[src/rtl/spi_master_ng_if.sv]
// rtl/spi_master_ng_if.sv - CPU-side control/status bundle for spi_master_ng
interface spi_master_ng_if #(
    parameter int WIDTH    = 8,
    parameter int DIV_BITS = 8,
    parameter int NUM_CS   = 4,
    parameter int CS_BITS  = (NUM_CS > 1) ? $clog2(NUM_CS) : 1
);
    logic [DIV_BITS-1:0] divisor;
    logic [1:0]          mode;
    logic                lsb_first;
    logic [CS_BITS-1:0]  cs_sel;
    logic                cs_hold;
    logic [NUM_CS-1:0]   cs_manual;
    logic                start;
    logic [WIDTH-1:0]    data_tx;
    logic [WIDTH-1:0]    data_rx;
    logic                busy;
    logic                done;

    modport master (
        output divisor, mode, lsb_first, cs_sel, cs_hold, cs_manual, start, data_tx,
        input  data_rx, busy, done
    );

    modport slave (
        input  divisor, mode, lsb_first, cs_sel, cs_hold, cs_manual, start, data_tx,
        output data_rx, busy, done
    );
endinterface

[src/rtl/spi_master_ng.sv]
// rtl/spi_master_ng.sv - SPI master, all CPOL/CPHA modes, clock-enable divider on raw_clk
// Define SPI_CS_AUTO_EN for FSM-driven chip selects; otherwise cs_n follows cs_manual.
module spi_master_ng #(
    parameter int WIDTH    = 8,
    parameter int DIV_BITS = 8,
    parameter int NUM_CS   = 4
) (
    input  logic              raw_clk,
    input  logic              reset,
    spi_master_ng_if.slave    bus,
    output logic              sclk,
    output logic              mosi,
    input  logic              miso,
    output logic [NUM_CS-1:0] cs_n
);
    typedef enum logic [1:0] {IDLE, LEAD, SHIFT, LAG} state_t;

    localparam int HC_BITS = $clog2(2 * WIDTH);
    localparam logic [HC_BITS-1:0] LAST_HALF = HC_BITS'(2 * WIDTH - 1);

    state_t              state;
    logic [DIV_BITS-1:0] div_q;
    logic [DIV_BITS-1:0] div_cnt;
    logic [HC_BITS-1:0]  half_cnt;
    logic                cpha_q;
    logic                lsb_q;
    logic [WIDTH-1:0]    tx_sr;
    logic [WIDTH-1:0]    rx_sr;
    logic [WIDTH-1:0]    data_rx_q;
    logic                busy_q;
    logic                done_q;
    logic [NUM_CS-1:0]   cs_n_q;
    logic [WIDTH-1:0]    tx_first;
    logic                tick;
    logic                leading;
    logic                do_sample;
    logic                do_shift;

    function automatic logic [WIDTH-1:0] bit_rev(input logic [WIDTH-1:0] v);
        logic [WIDTH-1:0] r;
        for (int i = 0; i < WIDTH; i++) r[i] = v[WIDTH-1-i];
        return r;
    endfunction

    // Internally everything shifts MSB-first; lsb_first is handled by reversing on load and unload.
    assign tx_first  = bus.lsb_first ? bit_rev(bus.data_tx) : bus.data_tx;
    assign tick      = (div_cnt == '0);
    assign leading   = ~half_cnt[0];
    // CPHA=1 keeps the first bit on the first leading edge since LEAD already drove it.
    assign do_sample = cpha_q ? ~leading : leading;
    assign do_shift  = cpha_q ? (leading && (half_cnt != '0)) : ~leading;

`ifdef SPI_CS_AUTO_EN
    localparam int CS_BITS = (NUM_CS > 1) ? $clog2(NUM_CS) : 1;
    localparam logic [CS_BITS:0] NUM_CS_W = (CS_BITS + 1)'(NUM_CS);
    logic cs_hold_q;
    logic unused_cfg;
    assign unused_cfg = ^bus.cs_manual;
`else
    logic unused_cfg;
    assign unused_cfg = ^{bus.cs_sel, bus.cs_hold};
`endif

    always_ff @(posedge raw_clk) begin
        if (reset) begin
            state     <= IDLE;
            div_q     <= '0;
            div_cnt   <= '0;
            half_cnt  <= '0;
            cpha_q    <= 1'b0;
            lsb_q     <= 1'b0;
            tx_sr     <= '0;
            rx_sr     <= '0;
            data_rx_q <= '0;
            busy_q    <= 1'b0;
            done_q    <= 1'b0;
            sclk      <= 1'b0;
            mosi      <= 1'b0;
            cs_n_q    <= '1;
`ifdef SPI_CS_AUTO_EN
            cs_hold_q <= 1'b0;
`endif
        end else begin
            done_q <= 1'b0;
`ifndef SPI_CS_AUTO_EN
            cs_n_q <= ~bus.cs_manual;
`endif
            case (state)
                IDLE: begin
                    sclk     <= bus.mode[1];
                    div_cnt  <= '0;
                    half_cnt <= '0;
                    if (bus.start) begin
                        state   <= LEAD;
                        busy_q  <= 1'b1;
                        div_q   <= bus.divisor;
                        div_cnt <= bus.divisor;
                        cpha_q  <= bus.mode[0];
                        lsb_q   <= bus.lsb_first;
                        mosi    <= tx_first[WIDTH-1];
                        tx_sr   <= {tx_first[WIDTH-2:0], 1'b0};
                        rx_sr   <= '0;
`ifdef SPI_CS_AUTO_EN
                        cs_hold_q <= bus.cs_hold;
                        if ({1'b0, bus.cs_sel} < NUM_CS_W)
                            cs_n_q <= ~(NUM_CS'(1) << bus.cs_sel);
                        else
                            cs_n_q <= '1;
`endif
                    end
                end
                LEAD: begin
                    if (tick) state <= SHIFT;
                end
                SHIFT: begin
                    if (tick) begin
                        sclk     <= ~sclk;
                        half_cnt <= half_cnt + HC_BITS'(1);
                        if (do_sample) rx_sr <= {rx_sr[WIDTH-2:0], miso};
                        if (do_shift) begin
                            mosi  <= tx_sr[WIDTH-1];
                            tx_sr <= {tx_sr[WIDTH-2:0], 1'b0};
                        end
                        if (half_cnt == LAST_HALF) state <= LAG;
                    end
                end
                LAG: begin
                    if (tick) begin
                        state     <= IDLE;
                        busy_q    <= 1'b0;
                        done_q    <= 1'b1;
                        mosi      <= 1'b0;
                        data_rx_q <= lsb_q ? bit_rev(rx_sr) : rx_sr;
`ifdef SPI_CS_AUTO_EN
                        if (!cs_hold_q) cs_n_q <= '1;
`endif
                    end
                end
                default: state <= IDLE;
            endcase
            if (state != IDLE) div_cnt <= tick ? div_q : div_cnt - DIV_BITS'(1);
        end
    end

    assign bus.data_rx = data_rx_q;
    assign bus.busy    = busy_q;
    assign bus.done    = done_q;
    assign cs_n        = cs_n_q;
endmodule

[src/flat_wrapper.sv]
// flat-port wrapper written by rule: the top's interface ports become plain ports
module spi_master_ng_flat 
#(
    parameter int WIDTH    = 8,
    parameter int DIV_BITS = 8,
    parameter int NUM_CS   = 4
)
  (raw_clk, reset, sclk, mosi, miso, cs_n, bus_divisor, bus_mode, bus_lsb_first, bus_cs_sel, bus_cs_hold, bus_cs_manual, bus_start, bus_data_tx, bus_data_rx, bus_busy, bus_done);
  spi_master_ng_if #(.WIDTH(WIDTH), .DIV_BITS(DIV_BITS), .NUM_CS(NUM_CS)) bus_i ();
  input  logic raw_clk;
  input  logic reset;
  output logic sclk;
  output logic mosi;
  input  logic miso;
  output logic [NUM_CS-1:0] cs_n;
  input wire logic [$bits(bus_i.divisor)-1:0] bus_divisor;
  input wire logic [$bits(bus_i.mode)-1:0] bus_mode;
  input wire logic [$bits(bus_i.lsb_first)-1:0] bus_lsb_first;
  input wire logic [$bits(bus_i.cs_sel)-1:0] bus_cs_sel;
  input wire logic [$bits(bus_i.cs_hold)-1:0] bus_cs_hold;
  input wire logic [$bits(bus_i.cs_manual)-1:0] bus_cs_manual;
  input wire logic [$bits(bus_i.start)-1:0] bus_start;
  input wire logic [$bits(bus_i.data_tx)-1:0] bus_data_tx;
  output wire logic [$bits(bus_i.data_rx)-1:0] bus_data_rx;
  output wire logic [$bits(bus_i.busy)-1:0] bus_busy;
  output wire logic [$bits(bus_i.done)-1:0] bus_done;
  assign bus_i.divisor = bus_divisor;
  assign bus_i.mode = bus_mode;
  assign bus_i.lsb_first = bus_lsb_first;
  assign bus_i.cs_sel = bus_cs_sel;
  assign bus_i.cs_hold = bus_cs_hold;
  assign bus_i.cs_manual = bus_cs_manual;
  assign bus_i.start = bus_start;
  assign bus_i.data_tx = bus_data_tx;
  assign bus_data_rx = bus_i.data_rx;
  assign bus_busy = bus_i.busy;
  assign bus_done = bus_i.done;
  spi_master_ng #(.WIDTH(WIDTH), .DIV_BITS(DIV_BITS), .NUM_CS(NUM_CS)) u_core (.raw_clk(raw_clk), .reset(reset), .bus(bus_i), .sclk(sclk), .mosi(mosi), .miso(miso), .cs_n(cs_n));
endmodule
[config.mk]
export PLATFORM = sky130hd
export DESIGN_NAME = spi_master_ng_flat
export DESIGN_NICKNAME = d
export VERILOG_FILES = /design/src/rtl/spi_master_ng_if.sv /design/src/rtl/spi_master_ng.sv /design/src/flat_wrapper.sv
export SDC_FILE = /design/constraint.sdc
export NUM_CORES = 1
export LEC_CHECK = 0
export ABC_AREA = 0
export CAP_MARGIN = 20
export CORE_MARGIN = 2
export CORE_UTILIZATION = 46
export DETAILED_ROUTE_END_ITERATION = 6
export PLACE_DENSITY = 0.74
export SLEW_MARGIN = 20
export SYNTH_ARGS = -nofsm -noshare
export SYNTH_HDL_FRONTEND = slang
export SYNTH_SLANG_ARGS = --single-unit
export TNS_END_PERCENT = 10
[constraint.sdc]
create_clock -name raw_clk -period 2.14 [get_ports raw_clk]
set_input_delay 0.428 -clock raw_clk [delete_from_list [all_inputs] [get_ports raw_clk]]
set_output_delay 0.428 -clock raw_clk [all_outputs]
set_load 0.01 [all_outputs]
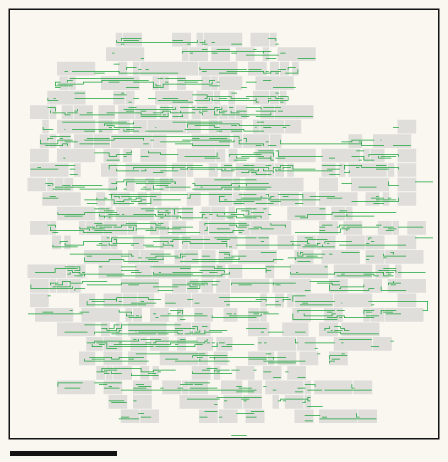
Run 1: M1 wires
The bar under the picture is 20 µm long. Cells faint in the background.
main direction: horizontal
longest straight run: 25.3 µm
share of all routed wire: 45%
nets with wire on the layer: 332
wire length on this layer: 2660 µm
via count: 2273
met1 global-route usage: 0.2460
final WL: 5.893 mm

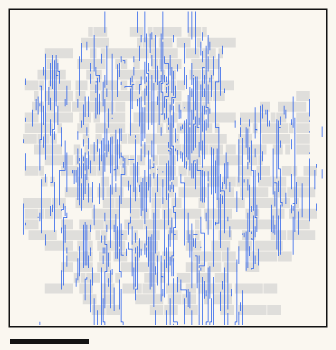
Run 1: signal wires on met2
The bar under the picture is 20 µm long. Cells faint in the background.
main direction: vertical
nets with wire on the layer: 304
wire length on this layer: 2910 µm
share of all routed wire: 49%
GRT met2 Usage: 0.3250

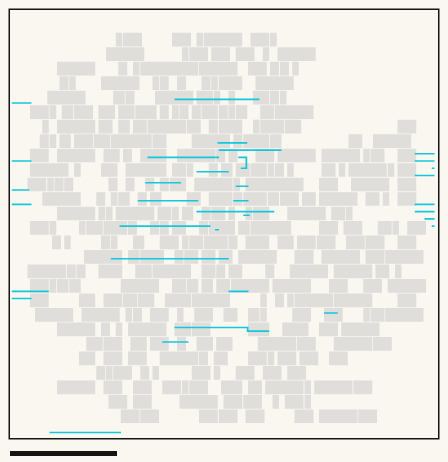
Run 1: met3 routing
The bar under the picture is 20 µm long. Cells faint in the background.
nets with wire on the layer: 26
wire length on this layer: 216 µm
share of all routed wire: 3.7%
main direction: horizontal
longest straight run: 21.8 µm
Global Route met3 Usage: 0.03596

==> qor.txt, run 1 <==
H-tree depth -> 2
Synth Cell Area -> 2683 µm²
Slew HR -> 0.6295
Period minus WS final -> 2006 ps
Total Die Area -> 6459 µm²
Num CTS Buffers -> 5
Multi-input gate share of total cell area -> 0.4273
Complex Gates by Area -> 0.2425
Latency at later pin -> 310 ps
Synth Warn # -> 0
Clock root buffer -> clkbuf_8
Worst Setup Path Type -> reg -> reg
Share of cells above drive strength 1 -> 0.1509
Iter 0 DRT Violations -> 116
Cell count after synthesis -> 291
Ys async rst share -> 0
N_taps -> 72
RSZ-0062 raised after global routing -> no
Yosys cell types -> 53
EDFF count, synth -> 0
Flop Count -> 55
Placed cell area -> 3213 µm²
I/O pin cnt -> 46
Worst hold path class -> reg -> reg
Setup ws final -> 134.2 ps
Fin cells -> 410
Inverters -> 9
VDD IR-drop max -> 0.0008806 V
Yosys reg bits -> 55
XOR/XNOR Fraction of Synth Area -> 0.01306
Core footprint -> 5574 µm²
Clk_skew -> 13.06 ps
DR WL/cell -> 14.37 µm
Logic area -> 1434 µm²
Worst-Margin Slew -> 554.0 ps
Final non-clock buffer share -> 0.1670
Crit path DAT -> 2270 ps
Buffers outside the clock class -> 59
Multi-input gates -> 207
Status -> finished clean
And+or+nand+nor area frac -> 0.1632
Worst setup path start -> u_core.div_cnt[0]$_SDFF_PP0_
CP startpoint kind -> flop
Post-place setup slack -> 89.09 ps
Yosys stat chip area -> 2683 µm²
Reg-to-reg startpoint -> u_core.div_cnt[0]$_SDFF_PP0_
Synth-to-Final Area Change -> 25.09%
PortBufs -> 42
Clk sink count -> 55
First-pass GRT wire length -> 9.860 mm
Final core occ -> 0.6020
Setup TNS -> 0 ps
F_max -> 498.5 MHz
Syn_area_per_cell -> 9.218 µm²
Global Route Usage Sum -> 0.1926
Leakage -> 0.001263 µW
Multiplexer share -> 0.07603
Seq/total area -> 0.3281
Die H -> 80.37 µm
Total of max-cap violations -> 0
run 1: layout by cell type (no fill, tap or decap), types with 3 or more instances in the layout:
cell	instances
or3_1	3
a211oi_1	10
ha_1	8
clkbuf_8	5
inv_1	8
o22ai_1	3
buf_4	16
clkdlybuf4s50_1	42
o311a_1	6
nor3_1	8
dfxtp_1	55
mux2_2	3
nor2b_1	6
a31o_2	3
nand2_1	35
nor2_1	15
mux2i_1	17
a211o_1	4
a22o_2	8
a31o_1	4
xor2_1	3
nand3_1	7
a21oi_1	23
o21ai_0	12
run 1: final timing paths:
| path | endpoint | slack, ps | cells past startpoint |
|---|---|---|---|
| max | u_core.rx_sr[4]$_SDFFE_PP0P_ | 130 | 6 |
| min | u_core.div_q[5]$_SDFFE_PP0P_ | 460 | 2 |
| max reg2reg | u_core.rx_sr[4]$_SDFFE_PP0P_ | 130 | 6 |
| min reg2reg | u_core.div_q[5]$_SDFFE_PP0P_ | 460 | 2 |
run 1: what timing repair did:
item	4_1_cts	5_1_grt
gates resized	0	2
setup endpoints to repair	0	14
hold buffers	0	0
run 1: critical path: stages (launching register included):
cell and delay (ps):
dfxtp_1 350, inv_1 90, ha_1 190, or3b_2 580
nor3_1 240, and4_2 360, a22o_2 160
run 1: synthesized netlist by cell type (2+ instances only):
cell type	number	area, µm²
dfxtp_1	55	1101
nand2_1	35	131.4
a21oi_1	23	115.1
mux2i_1	17	170.2
nor2_1	15	56.30
o21ai_0	12	60.06
a211oi_1	10	75.07
clkbuf_1	10	37.54
nor3_1	9	45.04
a22o_2	8	80.08
ha_1	8	100.1
inv_1	8	30.03
nand3_1	7	35.03
nor2b_1	6	37.54
o311a_1	6	60.06
a211o_1	4	35.03
a31o_1	4	35.03
buf_6	4	45.04
a31o_2	3	26.28
buf_1	3	11.26
mux2_2	3	33.78
o22ai_1	3	18.77
or3_1	3	18.77
xor2_1	3	26.28
a31oi_1	2	12.51
nor3b_1	2	15.01
or3b_2	2	17.52
run 1: power by group:
part	switching, µW	internal, µW
sequential	204	1250
clock	347	467
combinational	1280	1040
total	1830	2760
run 1: logic make-up after synthesis:
kind of cell             count (synthesis)
AND/OR/NAND/NOR                         88
XOR/XNOR                                 4
adder cells (fa/ha/maj)                  8
multiplexers                            20
buffers and inverters                   29
flip-flops                              55
AND-OR/OR-AND                           87
run 1: state kept, by name, indices dropped and copies added, names as in the netlist:
signal              flops
u_core.bus.done         1
u_core.cs_n             4
u_core.div_q            8
u_core.mosi             1
u_core.bus.busy         1
u_core.div_cnt          8
u_core.state            2
u_core.cpha_q           1
u_core.sclk             1
u_core.bus.data_rx      8
u_core.lsb_q            1
u_core.tx_sr            7
u_core.rx_sr            8
u_core.half_cnt         4
run 1: metal layers:
| metal | wire (µm) | vias up | GRT usage | part of all wire |
|---|---|---|---|---|
| li1 | - | 1148 | - | - |
| met1 | 2660 | 1068 | 0.2460 | 0.45 |
| met2 | 2907 | 46 | 0.3250 | 0.49 |
| met3 | 216 | 11 | 0.03596 | 0.037 |
| met4 | 109 | 0 | 0.06610 | 0.018 |
| met5 | 0 | - | 0 | 0 |
Run 1, track usage over the die:
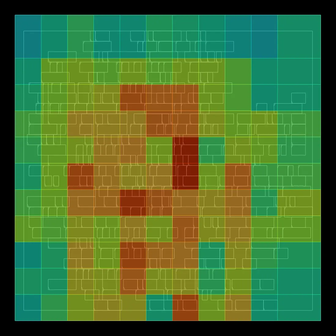

--- run 2 (diff from run 1) ---
- CORE_UTILIZATION: 46 -> 32
- PLACE_DENSITY: 0.74 -> 0.56
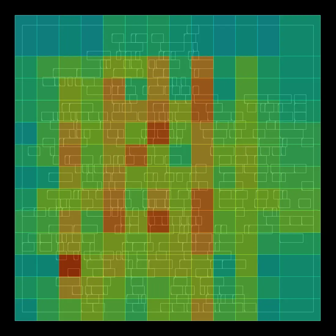
Run 2: track usage over the die
Global Route met3 Usage: 0.02688
final core occ: 0.4109

==> qor.txt, run 2 <==
Post-layout period usage -> 0.9294
Dominant logic cell type in the layout -> dfxtp_1
Sequential power share -> 0.332
Antenna viol nets, final -> 0
PortBufs -> 42
Top logic family -> AND-OR/OR-AND gates
Reg2Reg Setup Slack -> 150 ps
Worst path max stage delay -> 580 ps
Yosys adder share -> 0.03731
DP HPWL -> 4.178 mm
Num CTS Buffers -> 5
Complex Gates by Area -> 0.2425
Syn_area_per_cell -> 9.218 µm²
Total gr overflow -> 0
EDFF count, synth -> 0
Share of power burned in combinational logic -> 0.524
I/O pin cnt -> 46
Clock root buffer -> clkbuf_8
Hold path start -> u_core.div_q[4]$_SDFFE_PP0P_
Hold-fix buffers at CTS -> 0
Worst-Margin Slew -> 488.9 ps
Via count -> 2208
F_max -> 502.8 MHz
Endpoints failing hold -> 0
Multiplexer share -> 0.07603
Reg2reg end -> u_core.rx_sr[7]$_SDFFE_PP0P_
Iter 0 DRT Violations -> 107
Total Die Area -> 9132 µm²
Initial antenna violation count -> 0
Top Layout Cells -> 55 x dfxtp_1, 42 x clkdlybuf4s50_1, 35 x nand2_1
First-pass detailed-route iteration total -> 4
Clk sink count -> 55
Crit path DAT -> 2200 ps
Area leader, netlist -> dfxtp_1
Clk_skew -> 10.40 ps
Core footprint -> 8175 µm²
DR WL/cell -> 13.11 µm
H-tree depth -> 2
RSZ-0062 raised after global routing -> no
CP max FO -> 8
Initial Util -> 0.3281
RD Place Congestion -> 0.7800
Final net count -> 375
Yosys cell types -> 53
Synth Warn # -> 0
Synth-to-Final Area Change -> 25.23%
Worst hold path class -> reg -> reg
Post-place setup slack -> 131.8 ps
Post-synth top area share -> 0.4104
Latency at later pin -> 310 ps
Largest net degree at the start of global routing -> 41
Share of cells above drive strength 1 -> 0.1479
Worst Setup Path Type -> reg -> reg
Global Route Usage Sum -> 0.1414
Switching part of the total -> 0.4088
Status -> finished clean
Setup ws final -> 151.1 ps
Ys async rst share -> 0
Total setup buffers inserted after CTS -> 0
Pint -> 2577 µW
Leakage -> 0.001249 µW
Yosys stat chip area -> 2683 µm²
Clock power frac -> 0.144
Setup TNS -> 0 ps
Yosys reg bits -> 55
Yosys cell count -> 291
Net Switching -> 1782 µW
Synth Cell Area -> 2683 µm²
Top cells by area -> dfxtp_1 41%, mux2i_1 6.3%, nand2_1 4.9%
Die Wd -> 95.56 µm
Slew HR -> 0.6730
CP startpoint kind -> flop
Reg-to-reg startpoint -> u_core.div_cnt[0]$_SDFF_PP0_
Cell count after synthesis -> 291
VDD IR-drop max -> 0.0005491 V
Total of max-cap violations -> 0
First-pass GRT wire length -> 10.15 mm
And+or+nand+nor area frac -> 0.1632
Reg2reg path depth -> 6
Period minus WS final -> 1989 ps
Die H -> 95.56 µm
XOR/XNOR Fraction of Synth Area -> 0.01306
CTS tree -> done
CTS resizes -> 0
Hold endpoint -> u_core.div_q[4]$_SDFFE_PP0P_
Num rows -> 33
Critical path's slowest cell -> or3b_2
Ys flop type -> dfxtp_1
Worst Setup End Kind -> flop
Synth cell count leaders -> 55 x dfxtp_1, 35 x nand2_1, 23 x a21oi_1, 17 x mux2i_1, 15 x nor2_1
Final WL -> 5.806 mm
Hold path cells -> 2
Crit-path cells -> inv_1, ha_1, or3b_2, o31ai_4, a21oi_2, a22o_2
Most common cell in the netlist -> dfxtp_1
-- run 2: cell counts after synthesis --
No cell type changed its count.
-- run 2: how the worst max path moves through the flow --
stage	startpoint	endpoint	slack, ps	depth (start not counted)
2_1_floorplan	u_core.half_cnt[0]$_SDFFE_PP0P_	u_core.tx_sr[2]$_SDFFE_PP0P_	170	6
3_3_place_gp	u_core.div_cnt[0]$_SDFF_PP0_	u_core.rx_sr[3]$_SDFFE_PP0P_	160	6
3_5_place_dp	u_core.div_cnt[0]$_SDFF_PP0_	u_core.rx_sr[7]$_SDFFE_PP0P_	130	6
4_1_cts	u_core.div_cnt[0]$_SDFF_PP0_	u_core.rx_sr[7]$_SDFFE_PP0P_	90	6
5_1_grt	u_core.state[0]$_SDFFE_PP0P_	u_core.half_cnt[3]$_SDFFE_PP0P_	3	6
6_report	u_core.div_cnt[0]$_SDFF_PP0_	u_core.rx_sr[7]$_SDFFE_PP0P_	150	6
-- run 2: power groups by stage --
| stage | registers [µW] | clock network (µW) | logic, µW |
|---|---|---|---|
| after floorplan | 1450 | 0 | 1690 |
| after global placement | 1470 | 0 | 2280 |
| after detailed placement | 1480 | 0 | 2280 |
| after CTS | 1450 | 655 | 2290 |
| after global routing | 1490 | 700 | 2520 |
| final | 1450 | 628 | 2280 |
-- run 2: kinds of logic after synthesis --
logic type	after synthesis
xor+xnor	4
compound gates	87
flops	55
mux	20
fa+ha+maj	8
simple gates	88
buf+inv	29
-- run 2: final cells by class --
class,count,area (µm²),area share
clock inverter,1,7.507,0.002235
inverter,9,33.78,0.01006
timing repair buffer,59,560.5,0.1669
multi-input combinational,207,1429,0.4253
clock buffer,7,96.34,0.02868
sequential,55,1101,0.3277
tap,105,131.4,0.03911
-- run 2: critical path: cells and delay by family (launching register included) --
kind / cells / cell delay [ps]
AND-OR/OR-AND: 3 / 680
buffers and inverters: 1 / 90
adder cells (fa/ha/maj): 1 / 180
flip-flops: 1 / 360
AND/OR/NAND/NOR: 1 / 580
-- run 2: metal layers --
| layer | vias up | wire length [µm] | track usage |
|---|---|---|---|
| met2 | 32 | 2674 | 0.2302 |
| met4 | 0 | 81 | 0.05357 |
| li1 | 1159 | - | - |
| met3 | 4 | 155 | 0.02688 |
| met1 | 1013 | 2895 | 0.1849 |
| met5 | - | 0 | 0 |
-- run 2: metrics by stage --
stage	power (µW)	instance area, µm²	instances	hold WS, ps
after detailed placement	3752	3254	435	449.1
final	4359	3359	443	462.6
after global routing	4708	3359	443	499.2
after floorplan	3132	2683	291	433.8
after global placement	3749	3254	435	442.5
after CTS	4396	3358	443	464.0
--- run 3 (diff from run 2) ---
- CAP_MARGIN: 20 -> default
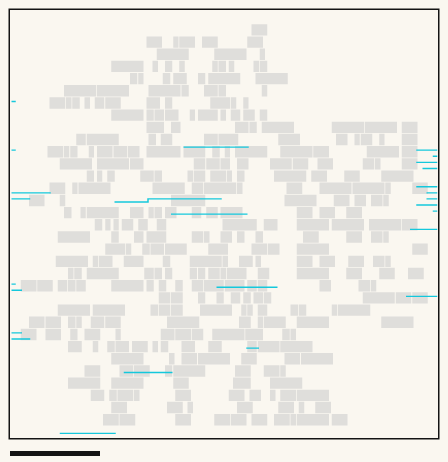
Run 3: met3 routing
The bar under the picture is 20 µm long. Cells faint in the background.
main direction: horizontal
wire length on this layer: 155 µm
share of all routed wire: 2.7%
nets with wire on the layer: 23
via count: 2208
final WL: 5.806 mm

==> qor.txt, run 3 <==
Status -> finished clean
CP max FO -> 8
Worst path max stage delay -> 580 ps
Multiplexer share -> 0.07603
Clk sink count -> 55
DP HPWL -> 4.178 mm
Largest net degree at the start of global routing -> 41
Yosys cell count -> 291
Die Wd -> 95.56 µm
Cell count after synthesis -> 291
Crit-path cells -> inv_1, ha_1, or3b_2, o31ai_4, a21oi_2, a22o_2
Dominant logic cell type in the layout -> dfxtp_1
Initial antenna violation count -> 0
XOR/XNOR Fraction of Synth Area -> 0.01306
Reg2Reg Setup Slack -> 150 ps
Post-place setup slack -> 131.8 ps
First-pass GRT wire length -> 10.15 mm
Total of max-cap violations -> 0
Worst hold path class -> reg -> reg
CP startpoint kind -> flop
Net Switching -> 1782 µW
Core footprint -> 8175 µm²
Ys flop type -> dfxtp_1
Post-synth top area share -> 0.4104
Top logic family -> AND-OR/OR-AND gates
Hold path cells -> 2
H-tree depth -> 2
DR WL/cell -> 13.11 µm
Total gr overflow -> 0
Critical path's slowest cell -> or3b_2
Num CTS Buffers -> 5
F_max -> 502.8 MHz
Leakage -> 0.001249 µW
Crit path DAT -> 2200 ps
VDD IR-drop max -> 0.0005491 V
Final hold slack -> 462.6 ps
Reg-to-reg startpoint -> u_core.div_cnt[0]$_SDFF_PP0_
Yosys reg bits -> 55
Ant diodes -> 0
Sequential power share -> 0.332
Setup ws final -> 151.1 ps
Total setup buffers inserted after CTS -> 0
Vias per inst -> 4.984
Switching part of the total -> 0.4088
First-pass detailed-route iteration total -> 4
And+or+nand+nor area frac -> 0.1632
EDFF count, synth -> 0
Reg2reg path depth -> 6
Iter 0 DRT Violations -> 107
RD Place Congestion -> 0.7800
Die H -> 95.56 µm
Syn_area_per_cell -> 9.218 µm²
Yosys stat chip area -> 2683 µm²
Hold endpoint -> u_core.div_q[4]$_SDFFE_PP0P_
PortBufs -> 42
Total Die Area -> 9132 µm²
Worst Setup End Kind -> flop
Area leader, netlist -> dfxtp_1
Ys async rst share -> 0
Yosys adder share -> 0.03731
Initial Util -> 0.3281
Latency at later pin -> 310 ps
Most common cell in the netlist -> dfxtp_1
Slew HR -> 0.6730
Post-route cell area -> 3359 µm²
Reg2reg end -> u_core.rx_sr[7]$_SDFFE_PP0P_
Post-layout period usage -> 0.9294
Top cells by area -> dfxtp_1 41%, mux2i_1 6.3%, nand2_1 4.9%
Worst Setup Path Type -> reg -> reg
Global Route Usage Sum -> 0.1414
Synth-to-Final Area Change -> 25.23%
Period minus WS final -> 1989 ps
CTS tree -> done
Clk_skew -> 10.40 ps
Synth cell count leaders -> 55 x dfxtp_1, 35 x nand2_1, 23 x a21oi_1, 17 x mux2i_1, 15 x nor2_1
Placed cell area -> 3254 µm²
Setup TNS -> 0 ps
Yosys cell types -> 53
Share of power burned in combinational logic -> 0.524
Antenna viol nets, final -> 0
I/O pin cnt -> 46
-- run 3: logic make-up (layout without fill, tap and decap cells) --
group,Yosys count,count (layout)
compound gates,87,87
fa+ha+maj,8,8
buf+inv,29,76
mux,20,20
flops,55,55
simple gates,88,88
xor+xnor,4,4
-- run 3: layer usage --
layer / vias to the layer above / routed length, µm / track usage
li1: 1159 / - / -
met1: 1013 / 2895 / 0.1849
met2: 32 / 2674 / 0.2302
met3: 4 / 155 / 0.02688
met4: 0 / 81 / 0.05357
met5: - / 0 / 0
-- run 3: area by class of cell --
class,instances,area (µm²)
multi-input cells,207,1429
clock buffers,7,96.34
inverters,9,33.78
flip-flops and latches,55,1101
fillers,841,4816
well taps,105,131.4
repair buffers,59,560.5
clock inverters,1,7.507
-- run 3: worst max-delay path by stage --
stage	cells past startpoint	slack, ps	endpoint
6_report	6	150	u_core.rx_sr[7]$_SDFFE_PP0P_
5_1_grt	6	3	u_core.half_cnt[3]$_SDFFE_PP0P_
4_1_cts	6	90	u_core.rx_sr[7]$_SDFFE_PP0P_
3_5_place_dp	6	130	u_core.rx_sr[7]$_SDFFE_PP0P_
3_3_place_gp	6	160	u_core.rx_sr[3]$_SDFFE_PP0P_
2_1_floorplan	6	170	u_core.tx_sr[2]$_SDFFE_PP0P_
-- run 3: critical path: cells and delay by family (launching register included) --
kind | cells | cell delay, ps
AND/OR/NAND/NOR | 1 | 580
adder cells (fa/ha/maj) | 1 | 180
flip-flops | 1 | 360
buffers and inverters | 1 | 90
AND-OR/OR-AND | 3 | 680
-- run 3: power by group through the flow --
stage | clock, µW | sequential (µW) | combinational (µW)
after global placement | 0 | 1470 | 2280
after global routing | 700 | 1490 | 2520
final | 628 | 1450 | 2280
after detailed placement | 0 | 1480 | 2280
after CTS | 655 | 1450 | 2290
after floorplan | 0 | 1450 | 1690
-- run 3: stage by stage --
stage	power (µW)	instances	util
CTS	4396	443	0.4108
global route	4708	443	0.4109
global placement	3749	435	0.3981
finish	4359	443	0.4109
floorplan	3132	291	-
detailed placement	3752	435	0.3981
-- run 3: what timing repair did --
item	CTS	global route
hold endpoints to repair	0	0
hold buffers	0	0
resized	0	1
setup endpoints to repair	0	8

## Gallery

Ports around the boundary.
The bar under the picture is 20 µm long. Pins as bars across the die edge, other pins in grey.
image #1
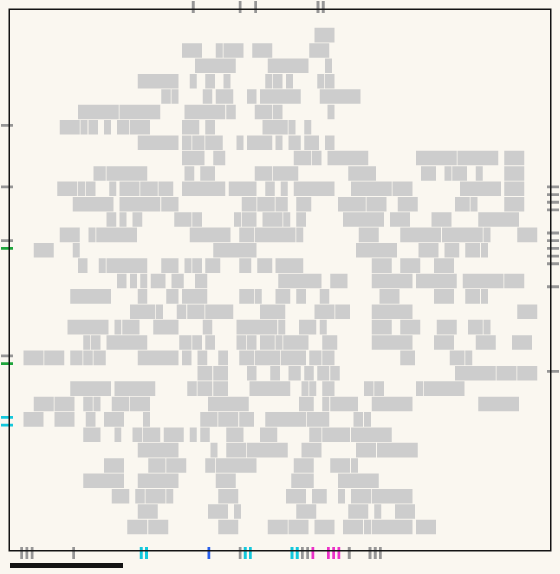
image #2
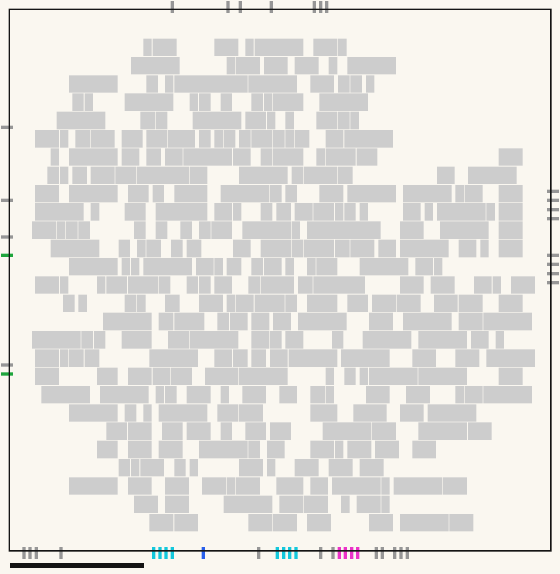
- image #2 = run 1
- image #1 = run 2
- largest die: image #1

No activity file was given, so power comes from the tool's default toggle rates.
